File: config.mk
export PLATFORM = sky130hd
export DESIGN_NAME = pixel_sink
export DESIGN_NICKNAME = d
export VERILOG_FILES = /design/src/rtl/pixel_sink_pkg.sv /design/src/rtl/pixel_fifo.sv /design/src/rtl/pixel_sink.sv
export SDC_FILE = /design/constraint.sdc
export NUM_CORES = 1
export LEC_CHECK = 0
export ABC_AREA = 1
export CORE_MARGIN = 1.5
export CORE_UTILIZATION = 35
export DETAILED_ROUTE_END_ITERATION = 6
export PLACE_DENSITY = 0.47
export SLEW_MARGIN = 0
export SYNTH_ARGS = -nofsm -noshare
export SYNTH_HDL_FRONTEND = slang
export SYNTH_HIERARCHICAL = 1
export SYNTH_SLANG_ARGS = --single-unit
export TNS_END_PERCENT = 100
File: constraint.sdc
create_clock -name clk -period 3.85 [get_ports clk]
set_clock_uncertainty 0.15 [all_clocks]
set_input_delay 0.385 -clock clk [delete_from_list [all_inputs] [get_ports clk]]
set_output_delay 0.385 -clock clk [all_outputs]
set_load 0.05 [all_outputs]
File: src/rtl/pixel_sink_pkg.sv
// Shared constants and payload type for the pixel write sink.
package pixel_sink_pkg;
  localparam int unsigned SCREEN_X  = 160;
  localparam int unsigned SCREEN_Y  = 120;
  localparam int unsigned DEPTH_DEF = 16;

  typedef struct packed {
    logic [7:0] x;
    logic [6:0] y;
    logic [2:0] color;
  } pix_t;

  localparam int unsigned PIX_W = $bits(pix_t);
endpackage

File: src/rtl/pixel_fifo.sv
// Synchronous FIFO with a registered head word, so the output never
// depends combinationally on push/pop inputs.
module pixel_fifo #(
  parameter int unsigned DEPTH = 16,
  parameter int unsigned WIDTH = 18
) (
  input  logic                    clk,
  input  logic                    resetn,
  input  logic                    i_clear,
  input  logic                    i_push,
  input  logic                    i_pop,
  input  logic [WIDTH-1:0]        i_data,
  output logic [WIDTH-1:0]        o_data,
  output logic                    o_valid,
  output logic                    o_full,
  output logic [$clog2(DEPTH):0]  o_count
);
  localparam int unsigned PTR_W = $clog2(DEPTH);
  localparam int unsigned CNT_W = PTR_W + 1;

  logic [WIDTH-1:0] r_mem [DEPTH];
  logic [PTR_W-1:0] r_wr, r_rd, w_rd_nxt;
  logic [CNT_W-1:0] r_count, w_cnt_nxt;
  logic [WIDTH-1:0] r_data, w_head_nxt;
  logic             r_valid, r_full;
  logic             w_push, w_pop;

  assign w_pop  = i_pop & (r_count != '0);
  assign w_push = i_push & ((r_count != CNT_W'(DEPTH)) | w_pop);

  // Next head: the incoming word when it lands in an otherwise empty FIFO.
  always_comb begin
    w_rd_nxt   = r_rd + PTR_W'(w_pop);
    w_cnt_nxt  = r_count + CNT_W'(w_push) - CNT_W'(w_pop);
    w_head_nxt = r_mem[w_rd_nxt];
    if (w_cnt_nxt == '0) begin
      w_head_nxt = '0;
    end else if (w_push && (r_count == CNT_W'(w_pop))) begin
      w_head_nxt = i_data;
    end
  end

  always_ff @(posedge clk or negedge resetn) begin
    if (!resetn) begin
      r_wr    <= '0;
      r_rd    <= '0;
      r_count <= '0;
      r_data  <= '0;
      r_valid <= 1'b0;
      r_full  <= 1'b0;
    end else if (i_clear) begin
      r_wr    <= '0;
      r_rd    <= '0;
      r_count <= '0;
      r_data  <= '0;
      r_valid <= 1'b0;
      r_full  <= 1'b0;
    end else begin
      r_wr    <= r_wr + PTR_W'(w_push);
      r_rd    <= w_rd_nxt;
      r_count <= w_cnt_nxt;
      r_data  <= w_head_nxt;
      r_valid <= (w_cnt_nxt != '0);
      r_full  <= (w_cnt_nxt == CNT_W'(DEPTH));
    end
  end

  // Storage carries no reset; contents are qualified by the count.
  always_ff @(posedge clk) begin
    if (w_push && !i_clear) begin
      r_mem[r_wr] <= i_data;
    end
  end

  assign o_data  = r_data;
  assign o_valid = r_valid;
  assign o_full  = r_full;
  assign o_count = r_count;
endmodule

File: src/rtl/pixel_sink.sv
// Buffers drawer pixel writes, drops off-screen pixels and hands the rest
// downstream through a valid/ready handshake.
module pixel_sink
  import pixel_sink_pkg::*;
#(
  parameter int unsigned DEPTH = DEPTH_DEF,
  parameter int unsigned XMAX  = SCREEN_X,
  parameter int unsigned YMAX  = SCREEN_Y
) (
  input  logic       clk,
  input  logic       resetn,
  input  logic       writeEn,
  input  logic [9:0] x_in,
  input  logic [9:0] y_in,
  input  logic [2:0] color_in,
  input  logic       clear,
  input  logic       out_ready,
  output logic       out_valid,
  output logic [7:0] out_x,
  output logic [6:0] out_y,
  output logic [2:0] out_color,
  output logic       full,
  output logic       overflow,
  output logic [7:0] clip_count
);
  localparam int unsigned CNT_W = $clog2(DEPTH) + 1;

  logic             w_in_range, w_legal, w_clip, w_pop, w_push;
  logic [CNT_W-1:0] w_count;
  pix_t             w_pix_in, w_head;
  logic             r_overflow;
  logic [7:0]       r_clip;

  // Range check uses the full 10-bit coordinates before truncation.
  assign w_in_range = (x_in < 10'(XMAX)) && (y_in < 10'(YMAX));
  assign w_legal    = writeEn & ~clear & w_in_range;
  assign w_clip     = writeEn & ~clear & ~w_in_range;
  assign w_pop      = out_valid & out_ready;
  assign w_push     = w_legal & ((w_count != CNT_W'(DEPTH)) | w_pop);

  assign w_pix_in = '{x: x_in[7:0], y: y_in[6:0], color: color_in};

  pixel_fifo #(
    .DEPTH (DEPTH),
    .WIDTH (PIX_W)
  ) u_fifo (
    .clk     (clk),
    .resetn  (resetn),
    .i_clear (clear),
    .i_push  (w_push),
    .i_pop   (w_pop),
    .i_data  (w_pix_in),
    .o_data  (w_head),
    .o_valid (out_valid),
    .o_full  (full),
    .o_count (w_count)
  );

  always_ff @(posedge clk or negedge resetn) begin
    if (!resetn) begin
      r_overflow <= 1'b0;
      r_clip     <= '0;
    end else if (clear) begin
      r_overflow <= 1'b0;
      r_clip     <= '0;
    end else begin
      if (w_legal && !w_push) begin
        r_overflow <= 1'b1;
      end
      if (w_clip && (r_clip != 8'hFF)) begin
        r_clip <= r_clip + 8'd1;
      end
    end
  end

  assign out_x      = w_head.x;
  assign out_y      = w_head.y;
  assign out_color  = w_head.color;
  assign overflow   = r_overflow;
  assign clip_count = r_clip;
endmodule
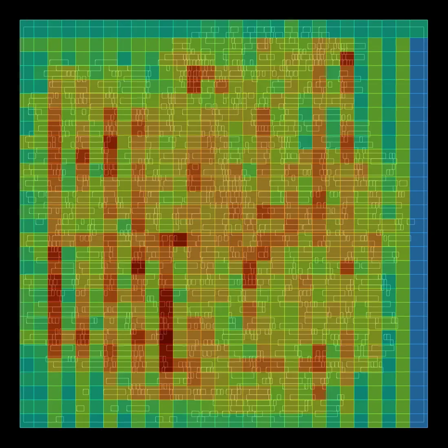
**Above:** run 1 (routing congestion).
grt met2 use: 0.291
Most Used Layer, Global Route: met2
GRT met1 Usage: 0.282

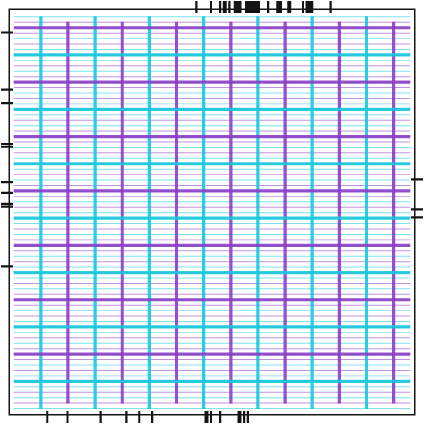
**Above:** run 1 (power grid).
Drawn at 2 px/µm. Pins as bars on the die edge.
net	colour
VSS	cyan
VDD	purple
rows	72
met1 rails	73
die width: 202 µm
Worst IR Drop VDD: 0.505 mV
height of the chip: 202 µm
total core area: 0.0388 mm²

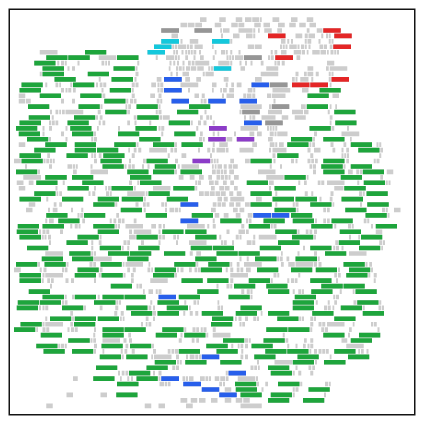
**Above:** run 1 (sequential cells grouped by signal name).
Drawn at 2 px/µm. Other sequential cells in the stronger grey, the rest of the logic in the fainter grey.
name in the netlist	colour	sequential cells
u_fifo/r_wr	purple	4
u_fifo/r_mem	green	288
u_fifo/o_data	blue	18
clip_count	red	8
u_fifo/o_count	cyan	5

==> Changelog: implementation, run 1 <==
### Implementation results

* YS warnings at 6
* Dominant cell by count in the synthesized netlist: nand2_1
* Wire length on met1 at 18200 µm
* Initial detailed-routing violation count at 740
* Max-cap check violation count at 0
* Sort of element at the start of the critical path: flip-flop
* Total non-filler cell area in the finished layout at 0.0165 mm²
* Total Neg Setup Slack at 0 ps
* Total number of warnings across the stage logs at 29
* Main flop type after synthesis: edfxtp_1
* Vias per Instance at 5.05
* Final hold violations at 0
* Post-synth cell types at 38
* Gate family responsible for the most delay along the worst path: adder cells
* Total routing usage reported by global routing at 0.189
* Total number of H-tree levels at 2
* Gp weighted congestion at 0.786
* Met2 wire len at 17300 µm
* Endpoint arrival time on the critical path at 3610 ps
* Synth top area share at 0.624
* Number of fill cells at 3656
* Setup repair after global routing missed its margin: no
* Max-slew headroom at the worst pin at 0.324
* Ranking of synthesized cells by area: edfxtp_1, nand3_1, nand2_1
* Final Power at 11000 µW
* Max-slew violations at 0
* Power per cell area at 667 mW/mm²
* Worst setup path category: reg2reg
* Crit path buffers/inverters at 4
* Proportion of synthesized flip-flops having asynchronous set or reset at 0.127
* Chip Area, Yosys at 0.0139 mm²
* Core utilization at floorplan at 0.357
* Worst skew pair latency at 520 ps
* Netlist area before placement at 0.0139 mm²
* Total of flip-flops plus latches after synthesis at 330
* Setup Buffers After CTS at 0
* Tightest Hold Check Type: in2async
* Final setup viols at 0
* Total overflow reported by the global router at 0
* Final clock period utilization by the worst path at 0.866
* Leakage power total at 0.00613 µW
* Buffer cell driving the clock tree root: clkbuf_16
* Layout cell share with drive strength beyond 1 at 0.119
* First-pass DRT Iterations at 5
* Diode count at 0
* Largest net degree at the start of global routing at 145
* Clock buffers created by TritonCTS at 38
* Final period demand of the worst path at 3330 ps
* Final net count at 1334
* Critical path fanouts, max at 18
* Critical Path, Cell by Cell: inv_1 -> ha_1 -> nand2_2 -> nor2_1 -> nand2_1 -> nand2_1 -> inv_1 -> ha_1 -> inv_1 -> ha_1 -> fa_1 -> nand3_1 -> nand2_1 -> nand2_1 -> nand2_1 -> nand3_2 -> buf_4 -> nand3_1 -> nor2_1
* Vias in the first global route at 8857
* Type of element capturing the critical path: flip-flop
* Worst path required time at 4130 ps
* Total nets after synthesis at 1244
* Outcome: finished clean
* Die Outline Area at 0.0408 mm²
* Commonest cells in the synthesized netlist: nand2_1, nand3_1, edfxtp_1
* Post-route DRC at 0
* Top cell type by total area after synthesis: edfxtp_1
* Number of sinks driven by the clock tree at 330
* Rows at 72
* Port buffer count at 56
* Clk slew on worst S/H paths at 60 ps
* Worst slew pin tran at 1010 ps
* Maximum achievable frequency at 300 MHz
* Number of antenna violations at the first check in global routing at 0
* Crit path max-delay cell type: fa_1
* Synth Instances at 1204
* Relative area change from synthesis to final layout at 19.0%
* Maximum root-to-sink buffer count at 3
* Wire length per cell at 20.8 µm
* Hold Buf Count CTS at 1
* Yosys Instances at 1204
* Number of enable flip-flop cells at 288
* Uppermost signal routing layer after detailed routing: met4
* First-pass GRT wire length at 57500 µm
* DR WL met3 at 1890 µm
* Final wirelength at 38200 µm
* Post-place instance area at 0.0153 mm²
* TritonCTS clock tree: yes
* # IOs at 57
* Via total after detailed routing at 9288
* Max stage delay on crit path at 430 ps
* Number of nets with antenna violations after routing at 0
* Half-perimeter wire length of the detailed placement result at 22300 µm
* CP dominant cell by count: nand2_1
* Mean instance size in the synthesized netlist at 11.5 µm²
* Number of cells upsized or downsized after cts at 0
* Sequential cell area fraction in the yosys report at 0.700
run 1: routing by layer:
| metal | global-route usage | vias to the layer above |
|---|---|---|
| met5 | 0 | - |
| met4 | 0.0501 | 0 |
| met3 | 0.0226 | 57 |
| met2 | 0.291 | 253 |
| met1 | 0.282 | 4584 |
| li1 | - | 4394 |
run 1: layout make-up:
class	instances	area (µm²)	share of cell area
timing repair buffer	113	1060	0.0643
inverter	36	143	0.00865
clock inverter	20	148	0.00895
multi-input combinational	775	3770	0.228
tap	518	648	0.0393
clock buffer	49	1020	0.0621
sequential	330	9700	0.588
run 1: layout by cell type, fill, tap and decap left out, types with 20 or more instances in the layout:
master / instances
nand2_1: 336
nand3_1: 290
edfxtp_1: 288
clkdlybuf4s50_1: 55
buf_4: 50
nor2_1: 43
dfrtp_1: 42
clkbuf_16: 39
inv_1: 28
a21oi_1: 21
nand3b_1: 20
run 1: flip-flops by register name (all words and copies together), names as in the netlist:
| register | count |
|---|---|
| clip_count | 8 |
| u_fifo/r_mem | 288 |
| u_fifo/r_rd | 4 |
| u_fifo/o_data | 18 |
| u_fifo/o_full | 1 |
| overflow | 1 |
| u_fifo/r_wr | 4 |
| u_fifo/o_count | 5 |
| u_fifo/o_valid | 1 |
run 1: cell families after synthesis:
kind of cell / Yosys count / share of synthesized area
buffers and inverters: 99 / 0.0325
AOI/OAI and AO/OA: 24 / 0.00894
and+or+nand+nor: 731 / 0.241
DFF: 330 / 0.700
adders and majority gates: 12 / 0.0114
xor gates and xnor gates: 8 / 0.00614
run 1: power breakdown:
group / switching, µW / internal, µW / total, µW
combinational: 2440 / 1040 / 3480
clock: 1380 / 2010 / 3390
sequential: 92.4 / 4020 / 4120
run 1: metrics by stage:
step	hold slack (ps)	instances	utilization	setup WS [ps]
5_1_grt	211	1841	0.425	245
3_5_place_dp	186	1771	0.394	265
6_report	183	1841	0.425	518
4_1_cts	181	1841	0.425	532
2_1_floorplan	-60.6	1204	-	693
3_3_place_gp	193	1771	0.394	264
run 1: worst paths after layout:
check / startpoint / end / slack [ps] / cells after the start
worst max-delay path: u_fifo/o_count[3] / u_fifo/o_data[15] / 520 / 19
worst min-delay path: resetn / u_fifo/o_valid / 180 / 2
worst max register to register: u_fifo/o_count[3] / u_fifo/o_data[15] / 520 / 19
worst min register to register: overflow / overflow / 340 / 2
max in group asynchronous: resetn / u_fifo/o_data[6] / 2570 / 3
min in group clk: overflow / overflow / 340 / 2
## Run 2: what changed since run 1
Settings changed: RECOVER_POWER set to 50.
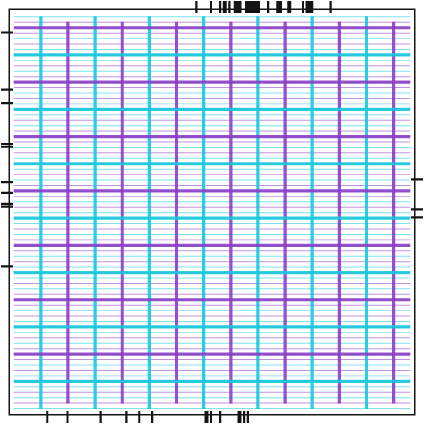
**Above:** run 2 (power grid).
Drawn at 2 px/µm. Pins as bars on the die edge.
net	colour
VSS	cyan
VDD	purple
met1 rails	73
met5 straps	14
signal pins	57
met4 straps	14
Worst IR Drop VDD: 0.501 mV

==> Changelog: implementation, run 2 <==
### Implementation results

* Violations in the final reports: max-capacitance violations, max-slew violations
* Total overflow reported by the global router at 0 (unchanged)
* Die Outline Area at 0.0408 mm² (unchanged)
* # IOs at 57 (unchanged)
* Worst skew pair latency at 520 ps (about the same)
* Yosys Instances at 1204 (unchanged)
* Final net count at 1334 (unchanged)
* Via total after detailed routing at 9266 (was 9288)
* Start point of the worst hold path: overflow
* Setup slack of the worst register-to-register path at 520 ps (about the same)
* Number of nets with antenna violations after routing at 0 (unchanged)
* Maximum achievable frequency at 300 MHz (about the same)
* Post-synth cell types at 38 (unchanged)
* Post-Synth Simple-Gate Area at 0.241 (unchanged)
* Buffer cell driving the clock tree root: clkbuf_16 (unchanged)
* Commonest cells in the synthesized netlist: nand2_1, nand3_1, edfxtp_1 (unchanged)
* Endpoint of the worst-slack reg-to-reg timing path: u_fifo/o_data[15] (unchanged)
* Number of antenna violations at the first check in global routing at 1 (was 0)
* Wire length per cell at 20.8 µm (about the same)
* Worst setup timing slack at the placement stage at 265 ps (unchanged)
* First-pass GRT wire length at 57500 µm (unchanged)
* Critical path fanouts, max at 18 (unchanged)
* Main kind of combinational logic by area: simple AND/OR/NAND/NOR gates (unchanged)
* Post-route DRC at 0 (unchanged)
* Sort of element at the start of the critical path: flip-flop (unchanged)
* Gp weighted congestion at 0.786 (unchanged)
* Rows at 72 (unchanged)
* Final Non-Filler Cells at 1842 (was 1841)
* Tightest Hold Check Type: reg2reg (was in2async)
* Main flop type after synthesis: edfxtp_1 (unchanged)
* Total net switching power at 3920 µW (about the same)
* Leading cell types in the layout, fill and taps excluded: nand2_1, nand3_1, edfxtp_1 (unchanged)
* Maximum root-to-sink buffer count at 3 (unchanged)
* Total number of H-tree levels at 2 (unchanged)
* Largest register by flop count: u_fifo/r_mem (unchanged)
* Crit path buffers/inverters at 4 (unchanged)
* Mean instance size in the synthesized netlist at 11.5 µm² (unchanged)
* Clock buffers created by TritonCTS at 38 (unchanged)
* Number of cells on the worst reg-to-reg path at 19 (unchanged)
* Number of fill cells at 3661 (was 3656)
* Final hold violations at 0 (unchanged)
* Synthesized-area fraction occupied by xor and xnor cells at 0.00614 (unchanged)
* Final setup viols at 0 (unchanged)
* Netlist area before placement at 0.0139 mm² (unchanged)
* Die width at 202 µm (unchanged)
* First-pass DRT Iterations at 6 (was 5)
* Outcome: finished, violations left (was finished clean)
* Power per cell area at 667 mW/mm² (about the same)
* Worst slew pin tran at 1820 ps (was 1010 ps)
* Total of flip-flops plus latches after synthesis at 330 (unchanged)
* Critical Path, Cell by Cell: inv_1 -> ha_1 -> nand2_2 -> nor2_1 -> nand2_1 -> nand2_1 -> inv_1 -> ha_1 -> inv_1 -> ha_1 -> fa_1 -> nand3_1 -> nand2_1 -> nand2_1 -> nand2_1 -> nand3_2 -> buf_4 -> nand3_1 -> nor2_1 (unchanged)
* Half-perimeter wire length of the detailed placement result at 22300 µm (unchanged)
* Vias per Instance at 5.03 (was 5.05)
* Crit path max-delay cell type: fa_1 (unchanged)
* Worst setup path category: reg2reg (unchanged)
* Clock network power share at 0.310 (was 0.309)
* Leakage power total at 0.00611 µW (was 0.00613 µW)
* Hold Path Stages at 2
* Setup Buffers After CTS at 0 (unchanged)
* Dominant cell by count in the synthesized netlist: nand2_1 (unchanged)
* Top cell type by total area after synthesis: edfxtp_1 (unchanged)
* Ranking of synthesized cells by area: edfxtp_1, nand3_1, nand2_1 (unchanged)
* Initial detailed-routing violation count at 743 (was 740)
* Chip Area, Yosys at 0.0139 mm² (unchanged)
* Post-Place Cells at 1771 (unchanged)
* Total nets after synthesis at 1244 (unchanged)
* Final wirelength at 38200 µm (about the same)
* Internal power consumption at 7050 µW (was 7070 µW)
* Synth Instances at 1204 (unchanged)
* Max-slew headroom at the worst pin at -0.210 (was 0.324)
* Number of enable flip-flop cells at 288 (unchanged)
* Source of the worst register-to-register timing path: u_fifo/o_count[3] (unchanged)
* Number of flip-flops in the largest register at 288 (unchanged)
* Reg power frac at 0.375 (about the same)
* Total core area at 0.0388 mm² (unchanged)
* Layout cell share with drive strength beyond 1 at 0.111 (was 0.119)
* Area fraction in full adders, half adders and majority gates at 0.0114 (unchanged)
* Height of the chip at 202 µm (unchanged)
* Number of sinks driven by the clock tree at 330 (unchanged)
* Total Neg Setup Slack at 0 ps (unchanged)
* Area fraction in compound gates after synthesis at 0.00894 (unchanged)
* Vias in the first global route at 8857 (unchanged)
* Total number of warnings across the stage logs at 29 (unchanged)
* Number of cells upsized or downsized after cts at 0 (unchanged)
* Switching power as a share of total power at 0.357 (about the same)
* Proportion of power drawn by combinational gates at 0.315 (was 0.317)
* Max stage delay on crit path at 430 ps (about the same)
* Mux share at 0 (unchanged)
* Most instantiated logic cell after routing: nand2_1 (unchanged)
* Core utilization at floorplan at 0.357 (unchanged)
* Setup repair after global routing missed its margin: no (unchanged)
* Endpoint arrival time on the critical path at 3610 ps (about the same)
* Proportion of synthesized flip-flops having asynchronous set or reset at 0.127 (unchanged)
* Critical Path Stages at 19 (unchanged)
* CP dominant cell by count: nand2_1 (unchanged)
* Relative area change from synthesis to final layout at 18.7% (was 19.0%)
* Type of element capturing the critical path: flip-flop (unchanged)
* Synth top area share at 0.624 (unchanged)
* Max-slew violations at 28 (was 0)
* YS warnings at 6 (unchanged)
* Clk slew on worst S/H paths at 60 ps (about the same)
* Port buffer count at 56 (unchanged)
* Worst path required time at 4130 ps (about the same)
* Gate family responsible for the most delay along the worst path: adder cells (unchanged)
* TritonCTS clock tree: yes (unchanged)
* Setup slack of the critical path after layout at 521 ps (was 518 ps)
* Max-cap check violation count at 1 (was 0)
* Sequential cell area fraction in the yosys report at 0.700 (unchanged)
* Min-Delay Endpoint: overflow
* Largest net degree at the start of global routing at 145 (unchanged)
* Final clock period utilization by the worst path at 0.865 (was 0.866)
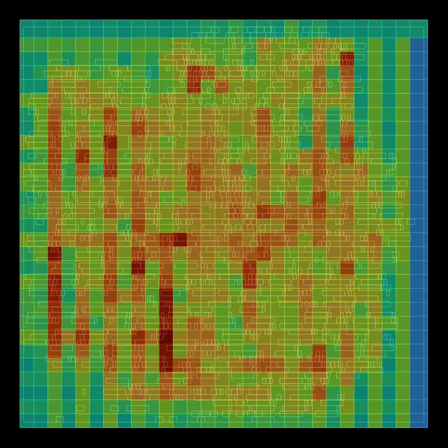
**Above:** run 2 (routing congestion).
total routing usage reported by global routing: 0.189
Final Util: 0.424
met3 demand-to-capacity share in global routing: 0.0226

==> run 2: netlist changes by cell type in the layout (fill, tap and decap cells not counted), moves of 8 or more <==
| cell | previous run | this run |
|---|---|---|
| buf_4 | 50 | 42 |
| clkbuf_1 | 9 | 18 |
| clkdlybuf4s50_1 | 55 | 32 |
| dlygate4sd3_1 | 1 | 24 |
==> run 2: cells by family after synthesis <==
family                     after synthesis
AOI/OAI and AO/OA                       24
xor gates and xnor gates                 8
adders and majority gates               12
buffers and inverters                   99
DFF                                    330
and+or+nand+nor                        731
==> run 2: layout make-up <==
class | instances | area, µm² | area share
Antenna cell | 1 | 2.50 | 0.000152
Clock buffer | 49 | 1020 | 0.0622
Clock inverter | 20 | 148 | 0.00898
Inverter | 36 | 143 | 0.00867
Multi-Input combinational cell | 775 | 3750 | 0.228
Sequential cell | 330 | 9700 | 0.590
Tap cell | 518 | 648 | 0.0394
Timing Repair Buffer | 113 | 1030 | 0.0626
==> run 2: power by group through the flow <==
stage / Combinational, µW / Clock, µW / Sequential [µW]
after floorplan: 2000 / 0 / 4530
after global placement: 3480 / 0 / 4200
after detailed placement: 3490 / 0 / 4200
after CTS: 3500 / 3470 / 4120
after global routing: 3830 / 3610 / 4130
final: 3460 / 3400 / 4120
==> run 2: how the worst max path moves through the flow <==
stage	from	end	slack, ps
CTS	u_fifo/o_count[3]	u_fifo/o_data[10]	530
global route	u_fifo/o_count[3]	u_fifo/o_data[15]	250
finish	u_fifo/o_count[3]	u_fifo/o_data[15]	520
floorplan	u_fifo/o_valid	u_fifo/o_data[10]	690
global placement	y_in[6]	u_fifo/o_data[1]	260
detailed placement	y_in[6]	u_fifo/o_data[1]	270
==> run 2: routing by layer <==
layer | global-route usage | vias up | wire, µm
li1 | - | 4398 | -
met1 | 0.282 | 4560 | 18000
met2 | 0.291 | 253 | 17400
met3 | 0.0226 | 55 | 1980
met4 | 0.0501 | 0 | 842
met5 | 0 | - | 0
==> run 2: metrics by stage <==
stage | power [µW] | instance area, µm² | hold slack (ps)
after floorplan | 6540 | 13900 | -60.6
after global placement | 7680 | 15300 | 193
after detailed placement | 7680 | 15300 | 186
after CTS | 11100 | 16500 | 181
after global routing | 11600 | 16400 | 359
final | 11000 | 16400 | 335
==> run 2: what timing repair did <==
action                     CTS  global route
hold endpoints to repair    15             0
hold buffers                 1             0
setup endpoints to repair    0             0
==> run 2: worst min-delay path, delay by kind of cell, from the launching register on <==
family,cells,cell delay (ps)
simple gates,2,110
flops,1,350
Power is estimated from default activity; no workload was simulated.
